Design serial_add_ovf, sky130hd; sources not shown.
==> images/gates.png <==
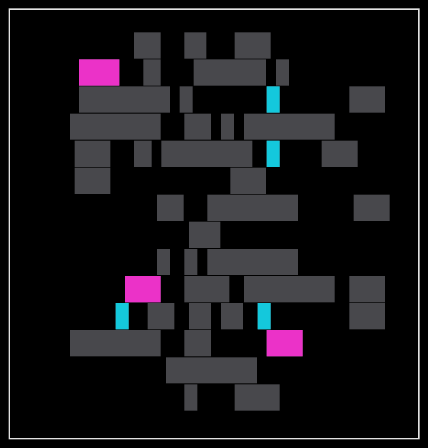
| family | color | cells | most used |
|---|---|---|---|
| nor cells | cyan | 4 | nor2_1 |
| mux cells | magenta | 3 | mux2i_1 |
final non-filler cell total: 61
multi-input logic portion of the cell area: 28.9%

==> images/route_heat.png <==
The die is cut into 8 by 9 equal tiles; white is low, dark blue is high, scaled to the fullest tile. Values are wire area over tile area, all layers added.
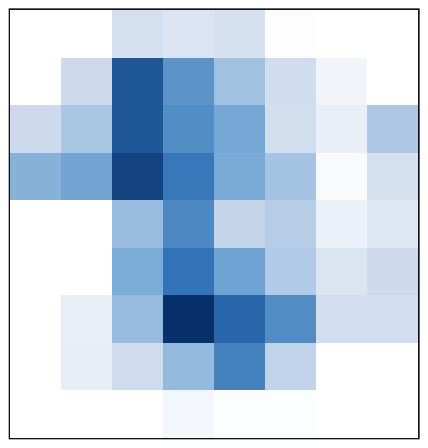
fullest tile: 0.26
tiles over half the peak: 21%
densest ninth of the die: center
emptiest ninth of the die: lower left
nearly empty tiles: 31%
mean over tiles: 0.069
final wirelength: 743 um
Wirelength per Cell: 12.2 um
via count: 282
gr usage total: 11.7%

==> flow.log <==
[flow] final metrics
[metrics] non-clock inverter instance count of the final layout: 3
[metrics] final setup margin: between 900 and 1000 ps
[metrics] number of setup violations in the final report: 0
[metrics] Worst-path clk slew: 60 ps
[metrics] startpoint kind of the worst setup timing path: flip-flop
[metrics] highest-delay cell along the critical path: sky130_fd_sc_hd__clkdlybuf4s50_1
[metrics] portion of the layout cell area used by clock cells: 5.01%
[metrics] number of nets still failing antenna checks after routing: 0
[metrics] tool warning count: 26
[metrics] Most common reg cell: sky130_fd_sc_hd__dfrtp_1
[metrics] post-CTS resize count: 0
[metrics] via density per instance: 4.62
[metrics] sequential group share of total power: 49.3%
[metrics] remaining global-route overflow: 0
[metrics] setup tns final: 0 ps
[metrics] area occupied by registers: 225 sq um
[metrics] synthesized flop and latch total: 9
[metrics] net total in the final layout: 55
[metrics] largest combinational cell category by area: simple AND/OR/NAND/NOR gates
[metrics] Worst IR Drop VDD: between 0.2 and 0.25 mV
[metrics] portion of synthesized cell area occupied by the leading cell type: 58.1%
[metrics] sequential cell power: 155 uW
[metrics] critical path data arrival time: 1390 ps
[metrics] Buffers & Inverters on Critical Path: 1
[metrics] Initial DRC Count: 2
[metrics] half-perimeter wire length of the detailed placement result: between 500 and 600 um
[metrics] number of top-level design ports: 10
[metrics] period utilisation layout: 64.7%
[metrics] met2 demand-to-capacity share in global routing: 17.8%
[metrics] number of buffers inserted during clock tree synthesis: 3
[metrics] worst-case headroom to the max-slew limit: between 70 and 80%
[metrics] Simple Share, Synth: 12.9%
[metrics] element type at the critical path end: primary output
[metrics] CTS tree: yes
[metrics] highest cell delay on the worst timing path: 650 ps
[metrics] run status: complete, no violations
[metrics] Global Route met3 Usage: 4.71%
[metrics] mean area per synthesized cell: 12.1 sq um
[metrics] post-synthesis mux area share: 8.06%
[metrics] top post-synthesis cells by count: 9 x sky130_fd_sc_hd__dfrtp_1, 4 x sky130_fd_sc_hd__nor2_1, 3 x sky130_fd_sc_hd__inv_1
Power is estimated from default activity; no workload was simulated.
